File: src/rtl/bank_cmd_scheduler_if.sv
// Request/command bus between the request queue, the bank scheduler and command_sender.
// Latency: none (wires only).
// Backpressure: req_ready_out from the scheduler gates acceptance of req_valid_in.
// Ports: req_* carry one DRAM request into the scheduler; cmd_valid_out/cmd_out plus the
//        target fields (bg/ba/row/col/val) carry the issued command; busy_out reports a
//        request in flight.
interface bank_cmd_scheduler_if #(
  parameter int BANK_GROUPS     = 2,
  parameter int BANKS_PER_GROUP = 4,
  parameter int ROW_BITS        = 8,
  parameter int COL_BITS        = 4
);
  localparam int BG_W = (BANK_GROUPS > 1) ? $clog2(BANK_GROUPS) : 1;
  localparam int BA_W = (BANKS_PER_GROUP > 1) ? $clog2(BANKS_PER_GROUP) : 1;

  logic                req_valid_in;
  logic                req_ready_out;
  logic                req_write_in;
  logic [BG_W-1:0]     req_bg_in;
  logic [BA_W-1:0]     req_ba_in;
  logic [ROW_BITS-1:0] req_row_in;
  logic [COL_BITS-1:0] req_col_in;
  logic [7:0][63:0]    req_val_in;

  logic                cmd_valid_out;
  logic [2:0]          cmd_out;
  logic [BG_W-1:0]     bg_out;
  logic [BA_W-1:0]     ba_out;
  logic [ROW_BITS-1:0] row_out;
  logic [COL_BITS-1:0] col_out;
  logic [7:0][63:0]    val_out;
  logic                busy_out;

  // Requester / command consumer side.
  modport master (
    output req_valid_in, req_write_in, req_bg_in, req_ba_in, req_row_in, req_col_in, req_val_in,
    input  req_ready_out, cmd_valid_out, cmd_out, bg_out, ba_out, row_out, col_out, val_out,
    input  busy_out
  );

  // Scheduler side.
  modport slave (
    input  req_valid_in, req_write_in, req_bg_in, req_ba_in, req_row_in, req_col_in, req_val_in,
    output req_ready_out, cmd_valid_out, cmd_out, bg_out, ba_out, row_out, col_out, val_out,
    output busy_out
  );
endinterface

File: src/rtl/bank_cmd_scheduler.sv
// DRAM bank command scheduler: one request at a time, open-page policy, PRE/ACT/RD/WR.
// Latency: first command one cycle after accept; ACT->col ACTIVATION_LATENCY, PRE->ACT PRECHARGE_LATENCY.
// Backpressure: req_ready_out only in IDLE; ready again BURST_CYCLES after the column command.
// Ports: clk_in/rst_in (async, active-high) plain; bus (slave modport) carries request in,
//        registered command/address/data out, and busy_out.
module bank_cmd_scheduler #(
  parameter int ACTIVATION_LATENCY = 8,
  parameter int PRECHARGE_LATENCY  = 5,
  parameter int BURST_CYCLES       = 8,
  parameter int BANK_GROUPS        = 2,
  parameter int BANKS_PER_GROUP    = 4,
  parameter int ROW_BITS           = 8,
  parameter int COL_BITS           = 4
) (
  input logic                 clk_in,
  input logic                 rst_in,
  bank_cmd_scheduler_if.slave bus
);
  localparam int BG_W      = (BANK_GROUPS > 1) ? $clog2(BANK_GROUPS) : 1;
  localparam int BA_W      = (BANKS_PER_GROUP > 1) ? $clog2(BANKS_PER_GROUP) : 1;
  localparam int NUM_BANKS = BANK_GROUPS * BANKS_PER_GROUP;
  localparam int BANK_W    = (NUM_BANKS > 1) ? $clog2(NUM_BANKS) : 1;
  localparam int MAX_LAT   = (ACTIVATION_LATENCY > PRECHARGE_LATENCY)
                           ? ((ACTIVATION_LATENCY > BURST_CYCLES) ? ACTIVATION_LATENCY : BURST_CYCLES)
                           : ((PRECHARGE_LATENCY > BURST_CYCLES) ? PRECHARGE_LATENCY : BURST_CYCLES);
  localparam int CNT_W     = $clog2(MAX_LAT) + 1;

  // A wait state lasts (latency-1) cycles; the counter counts down to zero, so load latency-2.
  localparam logic [CNT_W-1:0] PRE_LOAD   = CNT_W'((PRECHARGE_LATENCY  > 1) ? PRECHARGE_LATENCY  - 2 : 0);
  localparam logic [CNT_W-1:0] ACT_LOAD   = CNT_W'((ACTIVATION_LATENCY > 1) ? ACTIVATION_LATENCY - 2 : 0);
  localparam logic [CNT_W-1:0] BURST_LOAD = CNT_W'((BURST_CYCLES       > 1) ? BURST_CYCLES       - 2 : 0);

  localparam logic [2:0] CMD_READ  = 3'd0;
  localparam logic [2:0] CMD_WRITE = 3'd1;
  localparam logic [2:0] CMD_ACT   = 3'd2;
  localparam logic [2:0] CMD_PRE   = 3'd3;

  typedef enum logic [2:0] {
    S_IDLE, S_PRE, S_WAIT_PRE, S_ACT, S_WAIT_ACT, S_COL, S_WAIT_BURST
  } state_t;

  state_t              r_state, w_next_state;
  logic [CNT_W-1:0]    r_cnt, w_next_cnt;

  logic [NUM_BANKS-1:0] r_open;
  logic [ROW_BITS-1:0]  r_open_row [NUM_BANKS];

  logic                r_write;
  logic [BANK_W-1:0]   r_bank;
  logic                r_cmd_vld;
  logic [2:0]          r_cmd;
  logic [BG_W-1:0]     r_bg;
  logic [BA_W-1:0]     r_ba;
  logic [ROW_BITS-1:0] r_row;
  logic [COL_BITS-1:0] r_col;
  logic [7:0][63:0]    r_val;

  logic                w_accept;
  logic [BANK_W-1:0]   w_req_bank;
  logic                w_cmd_vld;
  logic [2:0]          w_cmd_code;
  logic                w_write;

  assign w_accept   = bus.req_valid_in && (r_state == S_IDLE);
  assign w_req_bank = BANK_W'(bus.req_bg_in) * BANK_W'(BANKS_PER_GROUP) + BANK_W'(bus.req_ba_in);

  // State register.
  always_ff @(posedge clk_in or posedge rst_in) begin
    if (rst_in) begin
      r_state <= S_IDLE;
      r_cnt   <= '0;
    end else begin
      r_state <= w_next_state;
      r_cnt   <= w_next_cnt;
    end
  end

  // Next-state logic.
  always_comb begin
    w_next_state = r_state;
    w_next_cnt   = r_cnt;
    case (r_state)
      S_IDLE: begin
        if (w_accept) begin
          if (!r_open[w_req_bank])                          w_next_state = S_ACT;
          else if (r_open_row[w_req_bank] == bus.req_row_in) w_next_state = S_COL;
          else                                               w_next_state = S_PRE;
        end
      end
      S_PRE: begin
        if (PRECHARGE_LATENCY > 1) begin
          w_next_state = S_WAIT_PRE;
          w_next_cnt   = PRE_LOAD;
        end else begin
          w_next_state = S_ACT;
        end
      end
      S_WAIT_PRE: begin
        if (r_cnt == '0) w_next_state = S_ACT;
        else             w_next_cnt   = r_cnt - 1'b1;
      end
      S_ACT: begin
        if (ACTIVATION_LATENCY > 1) begin
          w_next_state = S_WAIT_ACT;
          w_next_cnt   = ACT_LOAD;
        end else begin
          w_next_state = S_COL;
        end
      end
      S_WAIT_ACT: begin
        if (r_cnt == '0) w_next_state = S_COL;
        else             w_next_cnt   = r_cnt - 1'b1;
      end
      S_COL: begin
        if (BURST_CYCLES > 1) begin
          w_next_state = S_WAIT_BURST;
          w_next_cnt   = BURST_LOAD;
        end else begin
          w_next_state = S_IDLE;
        end
      end
      S_WAIT_BURST: begin
        if (r_cnt == '0) w_next_state = S_IDLE;
        else             w_next_cnt   = r_cnt - 1'b1;
      end
      default: w_next_state = S_IDLE;
    endcase
  end

  // Output decode: the command registers are loaded on entry to a command state, so the
  // command is visible during the cycle the FSM spends in PRE/ACT/COL.
  always_comb begin
    w_write    = w_accept ? bus.req_write_in : r_write;
    w_cmd_vld  = 1'b0;
    w_cmd_code = r_cmd;
    case (w_next_state)
      S_PRE: begin w_cmd_vld = 1'b1; w_cmd_code = CMD_PRE; end
      S_ACT: begin w_cmd_vld = 1'b1; w_cmd_code = CMD_ACT; end
      S_COL: begin w_cmd_vld = 1'b1; w_cmd_code = w_write ? CMD_WRITE : CMD_READ; end
      default: ;
    endcase
  end

  // Registered outputs, request latch and open-row table.
  always_ff @(posedge clk_in or posedge rst_in) begin
    if (rst_in) begin
      r_cmd_vld <= 1'b0;
      r_cmd     <= '0;
      r_write   <= 1'b0;
      r_bank    <= '0;
      r_bg      <= '0;
      r_ba      <= '0;
      r_row     <= '0;
      r_col     <= '0;
      r_val     <= '0;
      r_open    <= '0;
      for (int i = 0; i < NUM_BANKS; i++) r_open_row[i] <= '0;
    end else begin
      r_cmd_vld <= w_cmd_vld;
      if (w_cmd_vld) r_cmd <= w_cmd_code;
      // Address fields change only at accept, which coincides with the first command.
      if (w_accept) begin
        r_write <= bus.req_write_in;
        r_bank  <= w_req_bank;
        r_bg    <= bus.req_bg_in;
        r_ba    <= bus.req_ba_in;
        r_row   <= bus.req_row_in;
        r_col   <= bus.req_col_in;
        r_val   <= bus.req_val_in;
      end
      if (r_state == S_PRE) r_open[r_bank] <= 1'b0;
      if (r_state == S_ACT) begin
        r_open[r_bank]     <= 1'b1;
        r_open_row[r_bank] <= r_row;
      end
    end
  end

  assign bus.req_ready_out = (r_state == S_IDLE);
  assign bus.busy_out      = (r_state != S_IDLE);
  assign bus.cmd_valid_out = r_cmd_vld;
  assign bus.cmd_out       = r_cmd;
  assign bus.bg_out        = r_bg;
  assign bus.ba_out        = r_ba;
  assign bus.row_out       = r_row;
  assign bus.col_out       = r_col;
  assign bus.val_out       = r_val;
endmodule

File: src/flat_wrapper.sv
// flat-port wrapper written by rule: the top's interface ports become plain ports
module bank_cmd_scheduler_flat 
#(
  parameter int ACTIVATION_LATENCY = 8,
  parameter int PRECHARGE_LATENCY  = 5,
  parameter int BURST_CYCLES       = 8,
  parameter int BANK_GROUPS        = 2,
  parameter int BANKS_PER_GROUP    = 4,
  parameter int ROW_BITS           = 8,
  parameter int COL_BITS           = 4
)
  (clk_in, rst_in, bus_req_valid_in, bus_req_write_in, bus_req_bg_in, bus_req_ba_in, bus_req_row_in, bus_req_col_in, bus_req_val_in, bus_req_ready_out, bus_cmd_valid_out, bus_cmd_out, bus_bg_out, bus_ba_out, bus_row_out, bus_col_out, bus_val_out, bus_busy_out);
  bank_cmd_scheduler_if #(.BANK_GROUPS(BANK_GROUPS), .BANKS_PER_GROUP(BANKS_PER_GROUP), .ROW_BITS(ROW_BITS), .COL_BITS(COL_BITS)) bus_i ();
  input logic clk_in;
  input logic rst_in;
  input wire logic [$bits(bus_i.req_valid_in)-1:0] bus_req_valid_in;
  input wire logic [$bits(bus_i.req_write_in)-1:0] bus_req_write_in;
  input wire logic [$bits(bus_i.req_bg_in)-1:0] bus_req_bg_in;
  input wire logic [$bits(bus_i.req_ba_in)-1:0] bus_req_ba_in;
  input wire logic [$bits(bus_i.req_row_in)-1:0] bus_req_row_in;
  input wire logic [$bits(bus_i.req_col_in)-1:0] bus_req_col_in;
  input wire logic [$bits(bus_i.req_val_in)-1:0] bus_req_val_in;
  output wire logic [$bits(bus_i.req_ready_out)-1:0] bus_req_ready_out;
  output wire logic [$bits(bus_i.cmd_valid_out)-1:0] bus_cmd_valid_out;
  output wire logic [$bits(bus_i.cmd_out)-1:0] bus_cmd_out;
  output wire logic [$bits(bus_i.bg_out)-1:0] bus_bg_out;
  output wire logic [$bits(bus_i.ba_out)-1:0] bus_ba_out;
  output wire logic [$bits(bus_i.row_out)-1:0] bus_row_out;
  output wire logic [$bits(bus_i.col_out)-1:0] bus_col_out;
  output wire logic [$bits(bus_i.val_out)-1:0] bus_val_out;
  output wire logic [$bits(bus_i.busy_out)-1:0] bus_busy_out;
  assign bus_i.req_valid_in = bus_req_valid_in;
  assign bus_i.req_write_in = bus_req_write_in;
  assign bus_i.req_bg_in = bus_req_bg_in;
  assign bus_i.req_ba_in = bus_req_ba_in;
  assign bus_i.req_row_in = bus_req_row_in;
  assign bus_i.req_col_in = bus_req_col_in;
  assign bus_i.req_val_in = bus_req_val_in;
  assign bus_req_ready_out = bus_i.req_ready_out;
  assign bus_cmd_valid_out = bus_i.cmd_valid_out;
  assign bus_cmd_out = bus_i.cmd_out;
  assign bus_bg_out = bus_i.bg_out;
  assign bus_ba_out = bus_i.ba_out;
  assign bus_row_out = bus_i.row_out;
  assign bus_col_out = bus_i.col_out;
  assign bus_val_out = bus_i.val_out;
  assign bus_busy_out = bus_i.busy_out;
  bank_cmd_scheduler #(.ACTIVATION_LATENCY(ACTIVATION_LATENCY), .PRECHARGE_LATENCY(PRECHARGE_LATENCY), .BURST_CYCLES(BURST_CYCLES), .BANK_GROUPS(BANK_GROUPS), .BANKS_PER_GROUP(BANKS_PER_GROUP), .ROW_BITS(ROW_BITS), .COL_BITS(COL_BITS)) u_core (.clk_in(clk_in), .rst_in(rst_in), .bus(bus_i));
endmodule
File: config.mk
export PLATFORM = sky130hd
export DESIGN_NAME = bank_cmd_scheduler_flat
export DESIGN_NICKNAME = d
export VERILOG_FILES = /design/src/rtl/bank_cmd_scheduler_if.sv /design/src/rtl/bank_cmd_scheduler.sv /design/src/flat_wrapper.sv
export SDC_FILE = /design/constraint.sdc
export NUM_CORES = 1
export LEC_CHECK = 0
export CORE_AREA = 2 2 417 419
export DETAILED_ROUTE_END_ITERATION = 8
export DIE_AREA = 0 0 419 421
export SETUP_SLACK_MARGIN = 0.4
export SLEW_MARGIN = 20
export SYNTH_ARGS = -nofsm -noshare
export SYNTH_HDL_FRONTEND = slang
export SYNTH_SLANG_ARGS = --single-unit
File: constraint.sdc
create_clock -name clk_in -period 68.2 [get_ports clk_in]
set_input_delay 13.64 -clock clk_in [delete_from_list [all_inputs] [get_ports clk_in]]
set_output_delay 13.64 -clock clk_in [all_outputs]
set_load 0.05 [all_outputs]
**Run 1: sequential cells coloured by netlist name**

Other sequential cells in the stronger grey, the rest of the logic in the fainter grey.
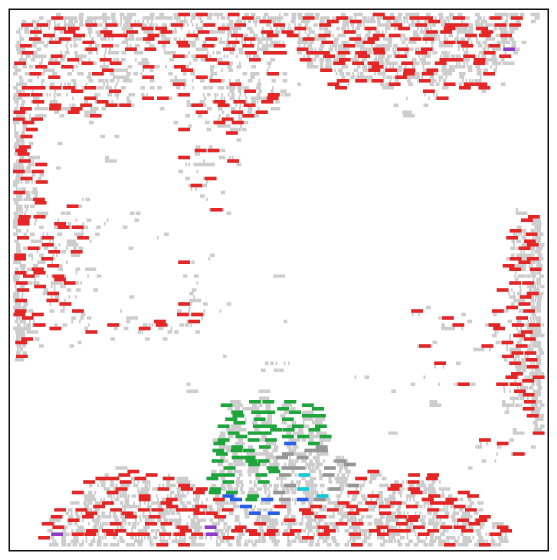
purple -> u_core.bus.col_out  # sequential cells 4
green -> u_core.r_open_row  # sequential cells 64, where bottom middle
cyan -> u_core.r_state  # sequential cells 3
blue -> u_core.bus.row_out  # sequential cells 8, where bottom middle
red -> u_core.bus.val_out  # sequential cells 512, where widely spread
not coloured = 19
Flop+latch power: 0.628 mW
sequential portion of the cell area: 38.83%
Post-Route Utilization: 22.79%

**Run 1: routing congestion**

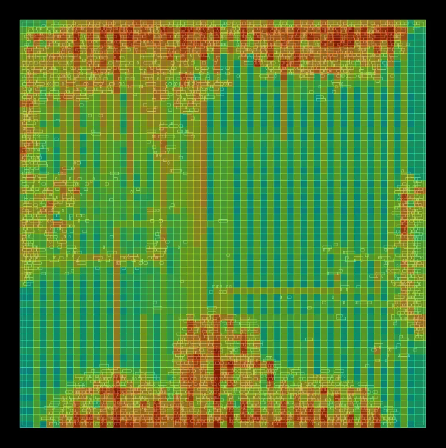
drt wl/cell: 20.62 um
global-route track usage on met3: 5.890%

**Run 1: M2 wires**

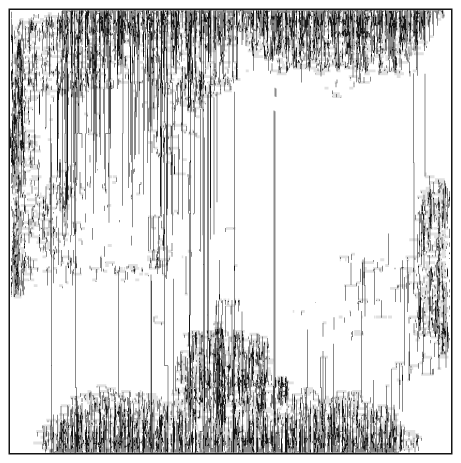
nets with wire on the layer = 3,359
main direction = vertical
met2 Usage GRT: 22.34%
Via Count: 21,450
total wire length: 122.8 mm

**Run 1: signal wires on met3**

Bar = 100 um.
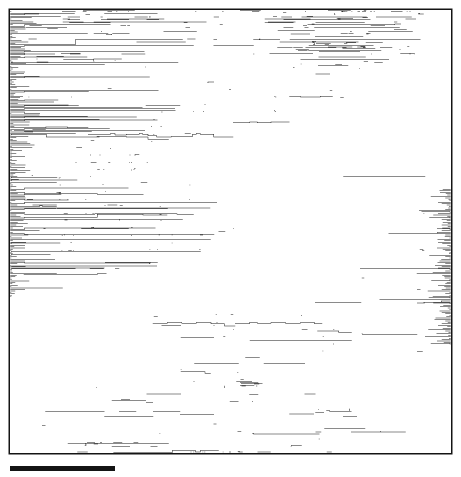
share of all routed wire = 11%
nets with wire on the layer = 488
main direction = horizontal

==> deck_impl_summary.md, run 1 <==
Flow Results at a Glance

Outcome
  • Status: finished clean

Final timing
  • RSZ-0062 raised after global routing: false
  • Min Tclk post-route: 17.67 ns
  • Period utilization: 25.91%
  • Rel. slew slack: 26.87%
  • Fin. max-slew vios: 0
  • F_max: 56.58 MHz
  • Final setup violating endpoints: 0
  • Setup TNS: 0 ns

Die
  • Chip area: 176,400 sq um
  • Floorplan utilization: 13.70%
  • Core box area: 172,500 sq um
  • Rows: 153

Routing
  • DR iter-0 viols: 1,734
  • Routed vias/inst: 3.601

Setup path
  • CP max-delay cell: buf_4
  • Crit path kind: in2reg
  • Crit path top cell by count: buf_4
  • Worst reg-to-reg setup slack: 63.15 ns
  • Crit start category: input port
  • Peak fanout along the critical path: 86
  • Critical Path End Type: flop
  • Register-to-Register Path Depth: 8
  • Largest stage delay, worst path: 0.86 ns

Synth
  • Yosys cell count: 2,542
  • Adder Share, Synth: 0.05296%
  • Cell taking the most area after synthesis: dfrtp_1
  • Post-synthesis sequential area ratio: 64.62%
  • Dominant synthesized flop cell: dfrtp_1
  • Distinct lib cells used: 44
  • Post-synthesis mux area share: 5.116%
  • Count leader, synth: nand2_1
  • Top cell area share: 64.62%
  • Synth async-reset ratio: 100.0%
  • Logic family by area: simple AND/OR/NAND/NOR gates
  • Synth area leaders: dfrtp_1, nand2_1, mux2_2, clkbuf_1, mux2i_1
  • Syn Inst Count: 2,542
  • Syn avg cell area: 9.293 sq um
  • Synth Warn #: 0

Job
  • Log Warnings: 32
  • Max-Cap Viols: 0

Pwr
  • Clock group power: 0.410 mW
  • Pwr per Cell Area: 56.79 nW/um^2
  • NetSw: 1.119 mW
  • Leakage: 18.34 nW
  • Top power group: combinational cells
  • Internal Power: 1.114 mW
  • Final Power: 2.232 mW

Min path
  • Hold EP: u_core.bus.val_out[223]$_DFFE_PP0P_
  • Hold Path Class: reg2reg

GRT
  • Largest net degree at the start of global routing: 148

Placement
  • Placed Cells: 5,818
  • HPWL Detailed: 95.36 mm
  • Global placer's final weighted congestion: 0.9901
  • Cell Area, Placed: 36,840 sq um

CTS
  • CTS Buf Count: 77
  • Post-CTS Setup Bufs: 0
  • Clock Tree Root: clkbuf_16
  • Worst-path clk slew: 0.06 ns
  • CTS tree: done

Cells and area
  • Syn-to-layout area delta: 66.40%
  • Final std cells w/o fill: 5,957
  • FILL cells: 18,690
[run 1: registers in the layout, indices dropped and copies added, names as in the netlist, named ones only]
| signal | cells |
|---|---|
| u_core.r_write | 1 |
| u_core.bus.val_out | 512 |
| u_core.bus.ba_out | 1 |
| u_core.bus.cmd_out | 2 |
| u_core.bus.cmd_valid_out | 1 |
| u_core.r_cnt | 4 |
| u_core.r_open_row | 64 |
| u_core.r_bank | 1 |
| u_core.bus.col_out | 4 |
| u_core.r_state | 3 |
| u_core.bus.bg_out | 1 |
| u_core.bus.row_out | 8 |
[run 1: cell type report]
type / instances / area, sq um / area share (%)
timing repair buffer: 1083 / 10820 / 27.52
multi-input combinational: 1794 / 7824 / 19.90
antenna: 10 / 25.02 / 0.06366
inverter: 6 / 30.03 / 0.07639
clock inverter: 24 / 287.8 / 0.7321
sequential: 610 / 15260 / 38.83
clock buffer: 105 / 2153 / 5.478
tap: 2325 / 2909 / 7.400
[run 1: worst max path at each step]
stage	start	endpoint	slack (ns)	depth (start not counted)
6_report	bus_req_valid_in	u_core.bus.val_out[81]$_DFFE_PP0P_	50.53	8
5_1_grt	bus_req_valid_in	u_core.bus.col_out[2]$_DFFE_PP0P_	50.22	8
2_1_floorplan	rst_in	asynchronous set/reset pin	37.48	1
4_1_cts	bus_req_valid_in	u_core.bus.col_out[2]$_DFFE_PP0P_	50.66	8
3_3_place_gp	bus_req_valid_in	u_core.bus.val_out[202]$_DFFE_PP0P_	49.89	8
3_5_place_dp	bus_req_valid_in	u_core.bus.val_out[17]$_DFFE_PP0P_	49.89	8
[run 1: layer usage]
layer / wire length (um) / vias to the layer above / global-route usage (%)
met1: 46140 / 10500 / 15.34
met2: 58660 / 810 / 22.34
met3: 13040 / 241 / 5.890
met4: 4950 / 10 / 5.325
met5: 58 / - / 0
li1: - / 9890 / -
==> run 1 -> run 2 <==
--- a/config.mk
+++ b/config.mk
@@ -5,9 +5,9 @@
 export SDC_FILE = /design/constraint.sdc
 export NUM_CORES = 1
 export LEC_CHECK = 0
-export CORE_AREA = 2 2 417 419
+export CORE_AREA = 2 2 416 418
 export DETAILED_ROUTE_END_ITERATION = 8
-export DIE_AREA = 0 0 419 421
+export DIE_AREA = 0 0 418 420
 export SETUP_SLACK_MARGIN = 0.4
 export SLEW_MARGIN = 20
 export SYNTH_ARGS = -nofsm -noshare
==> constraint.sdc (replaced) <==
create_clock -name clk_in -period 15.3 [get_ports clk_in]
set_input_delay 3.06 -clock clk_in [delete_from_list [all_inputs] [get_ports clk_in]]
set_output_delay 3.06 -clock clk_in [all_outputs]
set_load 0.05 [all_outputs]
**Run 2: M2 wires**

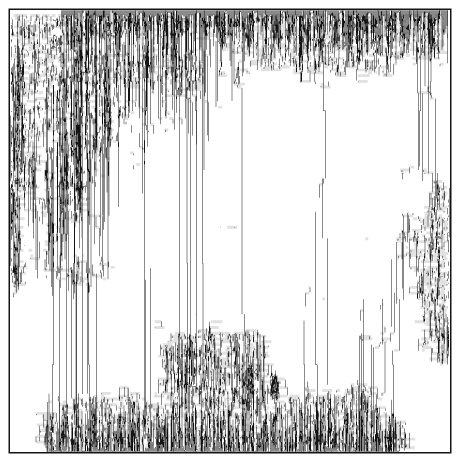
main direction = vertical
share of all routed wire = 50%
wire length on this layer = 59.5 mm
nets with wire on the layer = 3,326
met2 Usage GRT: 21.90%
Via Count: 20,990
total wire length: 118.2 mm

==> deck_impl_summary.md, run 2 <==
Flow Results at a Glance

Final timing
  • Rel. slew slack: 25.15% (-1.7 points)
  • Setup TNS: 0 ns (unchanged)
  • Final setup violating endpoints: 0 (unchanged)
  • RSZ-0062 raised after global routing: false
  • Fin. max-slew vios: 0 (unchanged)
  • Min Tclk post-route: 6.388 ns
  • F_max: 156.5 MHz

Setup path
  • Crit path kind: in2reg
  • Peak fanout along the critical path: 83 (-3.5%)
  • Worst setup path endpoint: u_core.bus.val_out[265]$_DFFE_PP0P_
  • Stages on worst setup path: 8 (unchanged)
  • Critical Path End Type: flop

Placement
  • Global placer's final weighted congestion: 0.8674 (-12%)
  • HPWL Detailed: 91.43 mm (-4.1%)
  • Cell Area, Placed: 36,730 sq um (-0.29%)

CTS
  • Worst-path clk slew: 0.06 ns (about the same)
  • Clock Tree Root: clkbuf_16
  • CTS Buf Count: 77 (unchanged)
  • CTS tree: done

Synth
  • Syn avg cell area: 9.293 sq um (unchanged)
  • Count leader, synth: nand2_1
  • Cell taking the most area after synthesis: dfrtp_1
  • Synth area leaders: dfrtp_1, nand2_1, mux2_2, clkbuf_1, mux2i_1
  • Post-synthesis sequential area ratio: 64.62% (unchanged)
  • Synth Warn #: 0 (unchanged)
  • Dominant synthesized flop cell: dfrtp_1
  • Syn Inst Count: 2,542 (unchanged)
  • Top cell area share: 64.62% (unchanged)

Min path
  • Hold Path Class: reg2reg
  • Hold EP: u_core.bus.val_out[118]$_DFFE_PP0P_

Die
  • Floorplan utilization: 13.82% (+0.12 points)

Pwr
  • Leakage: 18.47 nW (+0.71%)
  • Internal Power: 5.058 mW (+350%)
  • Pwr per Cell Area: 254.5 nW/um^2 (+350%)
  • NetSw: 4.978 mW (+340%)

Cells and area
  • Syn-to-layout area delta: 66.90%
  • Largest register FFs: 512 (unchanged)

Routing
  • DR iter-0 viols: 1,422 (-18%)
  • Drt wl/cell: 20.12 um (-2.4%)

GRT
  • Largest net degree at the start of global routing: 163 (+10%)

Outcome
  • Status: finished clean

Job
  • Max-Cap Viols: 0 (unchanged)
**Run 2: signal wires on met3**

Bar = 100 um.
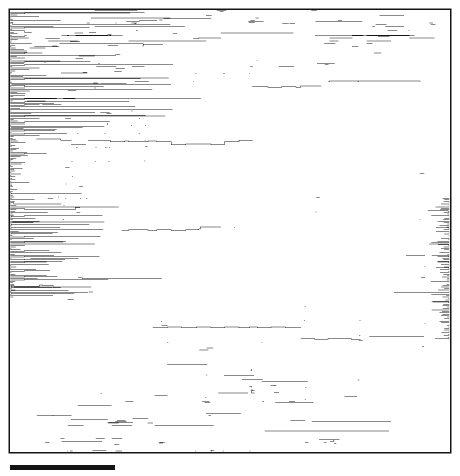
share of all routed wire = 8.6%
wire length on this layer = 10,200 um
global-route track usage on met3: 4.905%

==> run 2: final cells by class <==
cell class                      instances  area (sq um)  share of cell area, %
Tap cell                             2233          2794                  7.086
Timing Repair Buffer                 1084         10850                  27.51
Antenna cell                            5         12.51                0.03173
Clock buffer                          104          2180                  5.528
Sequential cell                       610         15260                  38.72
Clock inverter                         36         481.7                  1.222
Multi-Input combinational cell       1794          7824                  19.84
Inverter                                6         26.28                0.06664
==> run 2: power by group through the flow <==
| stage | Sequential (mW) | Combinational [mW] | Clock (mW) |
|---|---|---|---|
| after floorplan | 4.96 | 1.01 | 0 |
| after global placement | 2.78 | 5.36 | 0 |
| after detailed placement | 2.79 | 5.39 | 0 |
| after CTS | 2.78 | 5.41 | 1.99 |
| after global routing | 2.88 | 5.62 | 2.05 |
| final | 2.79 | 5.32 | 1.93 |
==> run 2: kinds of logic (layout without fill, tap and decap cells) <==
family / after synthesis / count (layout)
flops: 610 / 610
xor+xnor: 6 / 6
other cells: 1 / 6
simple gates: 1644 / 1644
fa+ha+maj: 1 / 1
compound gates: 44 / 44
buf+inv: 138 / 1230
mux: 98 / 98
==> run 2: per-stage QoR <==
stage	setup slack, ns	utilization [%]	power, mW	cells
2_1_floorplan	3.917	-	5.975	2542
3_3_place_gp	8.209	21.49	8.138	5726
3_5_place_dp	8.111	21.49	8.182	5726
4_1_cts	8.883	23.04	10.18	5866
5_1_grt	8.695	23.06	10.55	5872
6_report	8.912	23.06	10.04	5872
==> run 2: worst min-delay path, stage by stage (launching register included) <==
cell and delay (ns):
dfrtp_1 0.33, nand2_1 0.05, nand2_1 0.06
==> run 2: metal layers <==
layer | global-route usage (%) | share of wire, %
met1 | 14.73 | 38
met2 | 21.90 | 50
met3 | 4.905 | 8.6
met4 | 4.455 | 2.8
met5 | 0 | 0.0085
Power and IR drop assume default switching activity.
